Run 1, met1 routing:
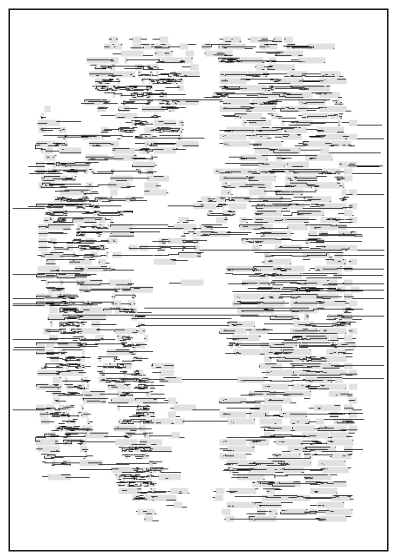
Run 1, signal wires on met2:
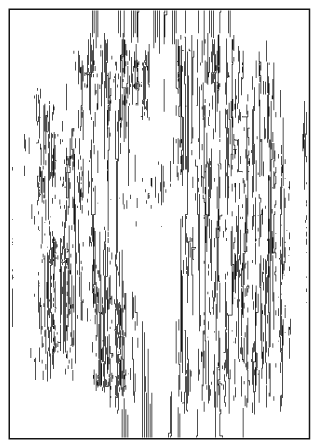
Run 1, signal wires on met4:
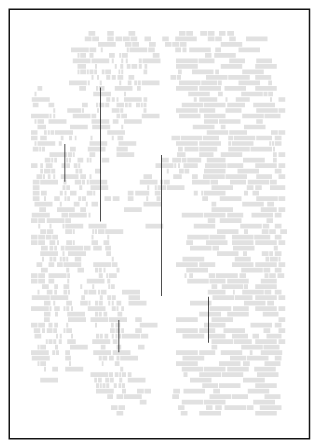
[src/rtl/fp_result_decoder.sv]
// fp_result_decoder: FIFO-buffered unpacker for packed IEEE-754 single results,
// with saturating counters of exceptional classes seen on accepted words.
module fp_result_decoder #(
    parameter int DEPTH = 4,
    parameter int CNT_W = 16
) (
    input  logic                       clk,
    input  logic                       rst_n,
    input  logic                       inValid,
    output logic                       inReady,
    input  logic [31:0]                inWord,
    output logic                       outValid,
    input  logic                       outReady,
    output logic                       outSign,
    output logic [7:0]                 outExponent,
    output logic [23:0]                outMantissa,
    output logic [2:0]                 outClass,
    output logic [$clog2(DEPTH):0]     occupancy,
    input  logic                       clearCounts,
    output logic [CNT_W-1:0]           zeroCount,
    output logic [CNT_W-1:0]           subCount,
    output logic [CNT_W-1:0]           infCount,
    output logic [CNT_W-1:0]           nanCount
);
    localparam int AW = $clog2(DEPTH);
    localparam logic [AW:0] FULL = (AW+1)'(DEPTH);

    logic [31:0]   mem [DEPTH];
    logic [AW-1:0] wrPtr, rdPtr;
    logic [31:0]   head;
    logic [2:0]    inClass;
    logic          push, pop;

    function automatic logic [2:0] wordClass(input logic [31:0] w);
        return (w[30:23] == 8'd0)   ? ((w[22:0] == 23'd0) ? 3'd0 : 3'd1) :
               (w[30:23] == 8'hFF)  ? ((w[22:0] == 23'd0) ? 3'd3 : (w[22] ? 3'd4 : 3'd5)) :
                                      3'd2;
    endfunction

    function automatic logic [CNT_W-1:0] satInc(input logic [CNT_W-1:0] c);
        return (c == '1) ? c : c + 1'b1;
    endfunction

    assign inReady     = (occupancy != FULL);
    assign outValid    = (occupancy != '0);
    assign push        = inValid && inReady;
    assign pop         = outValid && outReady;
    assign head        = mem[rdPtr];
    assign inClass     = wordClass(inWord);
    assign outClass    = wordClass(head);
    assign outSign     = head[31];
    assign outExponent = head[30:23];
    assign outMantissa = {outClass == 3'd2, head[22:0]};

    always_ff @(posedge clk) begin
        if (push) mem[wrPtr] <= inWord;
    end

    always_ff @(posedge clk or negedge rst_n) begin
        if (!rst_n) begin
            wrPtr     <= '0;
            rdPtr     <= '0;
            occupancy <= '0;
        end else begin
            if (push) wrPtr <= wrPtr + 1'b1;
            if (pop) rdPtr <= rdPtr + 1'b1;
            occupancy <= occupancy + {{AW{1'b0}}, push} - {{AW{1'b0}}, pop};
        end
    end

    // Clear has priority over a same-cycle push, so that push goes uncounted.
    always_ff @(posedge clk or negedge rst_n) begin
        if (!rst_n) begin
            zeroCount <= '0;
            subCount  <= '0;
            infCount  <= '0;
            nanCount  <= '0;
        end else if (clearCounts) begin
            zeroCount <= '0;
            subCount  <= '0;
            infCount  <= '0;
            nanCount  <= '0;
        end else if (push) begin
            if (inClass == 3'd0) zeroCount <= satInc(zeroCount);
            if (inClass == 3'd1) subCount <= satInc(subCount);
            if (inClass == 3'd3) infCount <= satInc(infCount);
            if (inClass >= 3'd4) nanCount <= satInc(nanCount);
        end
    end
endmodule

[config.mk]
export PLATFORM = sky130hd
export DESIGN_NAME = fp_result_decoder
export DESIGN_NICKNAME = d
export VERILOG_FILES = /design/src/rtl/fp_result_decoder.sv
export SDC_FILE = /design/constraint.sdc
export NUM_CORES = 1
export LEC_CHECK = 0
export CORE_ASPECT_RATIO = 1.5
export CORE_MARGIN = 10
export CORE_UTILIZATION = 35
export DETAILED_ROUTE_END_ITERATION = 7
export GPL_TIMING_DRIVEN = 0
export PLACE_DENSITY = 0.59
export SLEW_MARGIN = 15
export SYNTH_ARGS = -nofsm -noshare
export SYNTH_HDL_FRONTEND = slang
export SYNTH_SLANG_ARGS = --single-unit
[constraint.sdc]
create_clock -name clk -period 4.34 [get_ports clk]
set_clock_uncertainty 0.1 [all_clocks]
set_input_delay 0.868 -clock clk [delete_from_list [all_inputs] [get_ports clk]]
set_output_delay 0.868 -clock clk [all_outputs]
set_load 0.01 [all_outputs]
==> Changelog: implementation, run 1 <==
## Flow update

* Outcome: complete, no violations
* Inverters at 16
* Commonest cells post-synth: 128 x edfxtp_1, 71 x dfrtp_1, 58 x nor2_1
* Distinct lib cells used at approximately 40
* Syn nets at ~650
* Largest net degree at the start of global routing at 39
* Die Y at 212 um
* I/O Buffers at 141
* Share of cells above drive strength 1 at 0.122
* Critical path required time at 3370 ps
* Via density at 5.07
* And+or+nand+nor area frac at 0.138
* # resized after CTS at 11
* Crit path max-delay family: buffers and inverters
* Setup bufs post-CTS at 0
* Multi-In Gates at ~360
* Post-synth top area cell: edfxtp_1
* Synthesized area at 0.00856 mm^2
* CTS tree: yes
* Final-layout clock-cell area share at 0.0519
* Wire per inst at 19.9 um
* Max FFs per register at 128
* Worst-path clk slew at 70 ps
* Seq pwr share at 0.419
* Crit path cell chain: buf_6 -> buf_12 -> buf_12 -> mux4_2 -> nor4_4 -> nand4_1 -> nor2_4 -> nor2_1 -> nor2_1 -> clkdlybuf4s50_1
* CTS Hold Buffers Added at 0
* Critical Path AT at 3130 ps
* Vias in the first global route at 6094
* CTS Sinks at 199
* Synth top area share at 0.449
* Signal buf overhead at 0.150
* Total grt overflow at 0
* # IOs at between 100 and 150
* CTS root buf: clkbuf_16
* Dominant logic cell type in the layout: clkdlybuf4s50_1
* FF+latch count, synth at 199
* Core ar. at 0.0243 mm^2
* Flop share of the area at 0.505
* Final hold violations at 0
* Leakage at around 3.8 nW
* Adder-cell share of the synthesized area at 0.0170
* Final Max Slew Viols at 0
* DPL Wire Length at 15700 um
* Comb. pwr at ~0.0018 W
* Die area at 0.0312 mm^2
* Routed length on met3 at roughly 1500 um
* P_sw at 0.00170 W
* Finish-stage setup viols at 0
* Worst path depth at 10
* Synth-to-Final Area Change at 30.1%
* Reg2reg start: occupancy[1]
* CTS H-Tree Depth at 4
* # Taps at ~320
* Switching Fraction at 0.295
* MaxCap Viol Count at 0
* Power Density at 516 mW/mm^2
* Clock buf count at 18
* Setup TNS at 0 ps
* Final Util at 0.459
* Kind of critical path: reg -> out
* Post-route ant nets at 0
* WHS at 296 ps
* Slowest CP cell: mux4_2
* Top Consumer: sequential cells
* Worst reg2reg setup slack at 1690 ps
* Fmax at 244 MHz
* Synth top cell by count: edfxtp_1
* Num CTS Buffers at 17
* Yosys cell count at 600
* Worst hold path class: in -> async
* CP max FO at 10
* Worst Setup End Kind: output pin
* Global-route usage over all layers at 0.142
* Fin crit share at 0.944
* Met2 routed WL at around 12000 um
* Tmin final at 4100 ps
* Largest Register: mem
* Antenna violations before repair at 0
* RSZ-0062 raised after global routing: false
* R2r worst-path depth at 8
* Mux area share at 0.0917
* Post-synth ARST share at 0.357
* Initial DRC Count at 331
* Seq share, synth at 0.657
* Tally of yosys warning messages at 0
* Largest cell class by area: sequential cells
* Multi-input combinational area share at 0.251
* Late-Pin Clk Latency at 430 ps
* Logic family by area: simple AND/OR/NAND/NOR gates
* Synth Instances at 600
* Crit path to: outClass[1]
* Final Instance Count excl. Fillers at 1102
* Ao+oa area frac at 0.0279
* Num sequential at 199
* Count of non-CTS buffers in the layout at roughly 170
* RR Endpoint: nanCount[3]
* First-pass GRT wire length at 34800 um
* Die Width at 148 um
* Clock tree buffer depth at 2
* Seq. pwr at 0.00241 W
* Maximum vdd drop at 0.259 mV
* Max-slew headroom at 0.555
* GRT busiest layer: met2
* Worst Setup Slack post-DPL at -104 ps
Notes on 'met1 routing' above:
The layer carries 8680 um of wire. The layer holds 40% of the routed length.
Post-Route WL: 21900 um
grt met1 use: 0.156

Notes on 'signal wires on met2' above:
The layer carries 11600 um of wire. The layer holds 53% of the routed length. The longest straight run is 84.0 um. The wires run mostly vertical. 709 nets have wire on it.
Vias: 5590
global-route met2 utilization: 0.256

Notes on 'signal wires on met4' above:
The layer holds 0.88% of the routed length. The wires run mostly vertical.

--- run 2 (diff from run 1) ---
--- a/constraint.sdc
+++ b/constraint.sdc
@@ -3,3 +3,3 @@
 set_input_delay 0.868 -clock clk [delete_from_list [all_inputs] [get_ports clk]]
 set_output_delay 0.868 -clock clk [all_outputs]
-set_load 0.01 [all_outputs]
+set_load 0.1 [all_outputs]
Run 2, routing congestion:
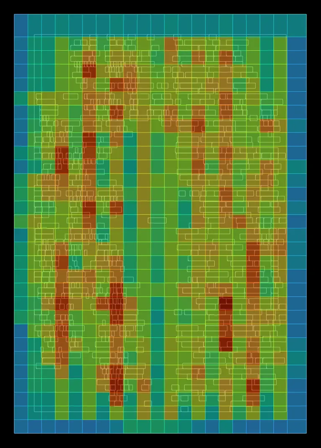
global-route usage over all layers: 0.144
grt met3 use: 0.0481
global-route met2 utilization: 0.263

Run 2, signal wires on met4:
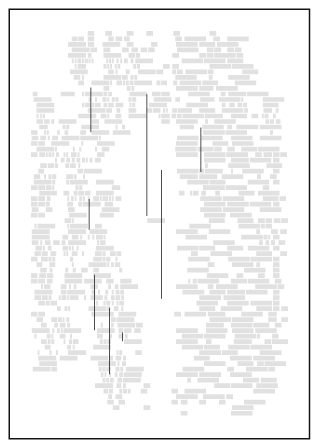
The layer holds 1.1% of the routed length. 4 nets have wire on it.
Vias: 5682
Post-Route WL: 21900 um

==> run 2 against run 1 <==
Against the previous run:
- synthesized area stayed put
- synthesized cell count stayed put
- non-clock buffer count stayed put
- critical path type unchanged
- highest routed layer unchanged
==> Changelog: implementation, run 2 <==
## Flow update

* And+or+nand+nor area frac at 0.138
* Adder-cell share of the synthesized area at 0.0170
* Wire per inst at 19.9 um
* Tool warning count at 30
* Worst path depth at 9
* Synthesized area at ~0.0086 mm^2
* WHS at 257 ps
* Antenna violations before repair at 0
* Floorplan Utilization at 0.353
* Final Instance Count excl. Fillers at around 1100
* Ao+oa area frac at 0.0279
* Total grt overflow at 0
* Tmin final at 4080 ps
* Seq. pwr at 0.00241 W
* Clock tree buffer depth at 2
* Met2 routed WL at 11800 um
* Clock power frac at 0.222
* Xor/xnor share at 0.0461
* Synth Instances at roughly 600
* WL met1 at between 8000 and 9000 um
* Post-synth top area cell: edfxtp_1
* Worst path bufs/invs at 3
* CP Launch Point: rdPtr[1]
* Finish-stage setup viols at 0
* P_clk at 0.00163 W
* Nets at 813
* Cell area leaders: edfxtp_1 45%, dfrtp_1 21%, mux4_2 8.4%
* Die area at 0.0312 mm^2
* Num CTS Buffers at 17
* Multi-input combinational area share at 0.251
* # Taps at 324
* Comb. pwr at 0.00328 W
* Post-route ant nets at 0
* Die Width at 148 um
* Signal buf overhead at 0.147
* CTS root buf: clkbuf_16
* Ys flop type: edfxtp_1
* CTS H-Tree Depth at 4
* Startpoint types: flop
* Critical path required time at 3370 ps
* Crit path to: outClass[1]
* Outcome: complete, no violations
* Final-layout clock-cell area share at 0.0547
* Inverters at 16
* Largest cell class by area: sequential cells
* Num sequential at about 200
* I/O Buffers at ~140
* Pwr Total at approximately 0.0073 W
* Count of non-CTS buffers in the layout at 171
* Synth top area share at 0.449
* Pint at a little over 0.004 W
* Power Density at roughly 660 mW/mm^2
* Worst Setup Slack post-DPL at -808 ps
* DPL Wire Length at 16100 um
* # resized after CTS at 23
* P_sw at 0.00324 W
* GRT busiest layer: met2
* CTS Sinks at 199
* # placed instances at between 1000 and 1500
* Via density at about 5.2
* # IOs at around 140
* Synth-to-Final Area Change at 29.9%
* Clock buf count at 18
* Highest routing layer actually used: met4
* Tally of yosys warning messages at 0
* Late-Pin Clk Latency at around 440 ps
* Synth top cell by count: edfxtp_1
* FF+latch area at between 0.005 and 0.006 mm^2
* Comb area at 0.00279 mm^2
* Crit path cell chain: buf_2 -> buf_4 -> mux4_2 -> nor4_2 -> nand4_1 -> nor2_2 -> nor2_2 -> nor2_2 -> buf_4
* Post-synth ARST share at 0.357
* Setup bufs post-CTS at 0
* Worst Setup End Kind: output pin
* Critical Path AT at 3110 ps
* Max FFs per register at 128
* Final Util at 0.458
* Max stage delay on crit path at between 500 and 600 ps
* Seq pwr share at 0.330
* Vias in the first global route at 6201
* Switching Fraction at 0.442
* CTS Hold Buffers Added at 0
* Core ar. at 0.0243 mm^2
* Share of cells above drive strength 1 at 0.132
* Worst hold path class: in -> async
* Dominant logic cell type in the layout: clkdlybuf4s50_1
* Worst-path clk slew at 70 ps
* Final hold violations at 0
* Fin crit share at 0.940
* Slowest CP cell: dfrtp_1
* CP max FO at 10
* Grt met1 use at 0.153
* Yosys cell count at 600
* Setup TNS at 0 ps
* Worst reg2reg setup slack at 1600 ps
* MaxCap Viol Count at 0
* Drt drc at 0
* Reg2reg start: occupancy[1]
* Leakage at 3.81 nW
* Flop share of the area at 0.506
* Die Y at ~210 um
* Post-layout worst setup margin at 262 ps
* FILL cells at about 2200
* RR Endpoint: nanCount[0]
* Worst Tran Pin Value at 1030 ps
* Kind of critical path: reg -> out
* Mux area share at 0.0917
* Crit path max-delay family: buffers and inverters
* Seq share, synth at 0.657
* Post-synth EDFFs at 128
* Maximum vdd drop at about 0.73 mV
* Comb power frac at 0.448
* Yosys Chip Area at 0.00856 mm^2
* Placed inst area at between 0.01 and 0.015 mm^2
* Top Consumer: combinational logic
* Distinct lib cells used at 40
* Logic family by area: simple AND/OR/NAND/NOR gates
* CTS tree: yes
* Row Count at 70
* Final Max Slew Viols at 0
* Commonest cells post-synth: 128 x edfxtp_1, 71 x dfrtp_1, 58 x nor2_1
* CP most frequent cell: nor2_2
* Fmax at 245 MHz
* N_diodes at 0
* Final Cell Area at 0.0111 mm^2
* Multi-In Gates at 360
* GP Congestion at 0.819
* Largest Register: mem
* Largest net degree at the start of global routing at 44
* Average size of a mapped cell at 14.3 um^2
* Max-slew headroom at 0.309
* FF+latch count, synth at 199
* First-pass GRT wire length at around 35000 um
* Top cells excl fill/tap: 136 x clkdlybuf4s50_1, 128 x edfxtp_1, 71 x dfrtp_1, 55 x nor2_1, 34 x xnor2_1
* Iteration count of the initial detailed-routing pass at 6
* Routed length on met3 at roughly 1400 um
* Initial DRC Count at 376
* R2r worst-path depth at 8
* Syn nets at between 600 and 700
Run 2, signal wires on met2:
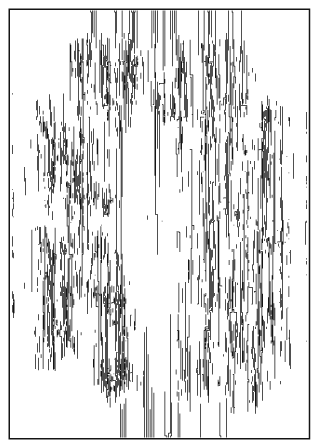
The wires run mostly vertical. The layer carries 11800 um of wire. 746 nets have wire on it. The layer holds 54% of the routed length.

Power and IR drop assume default switching activity.
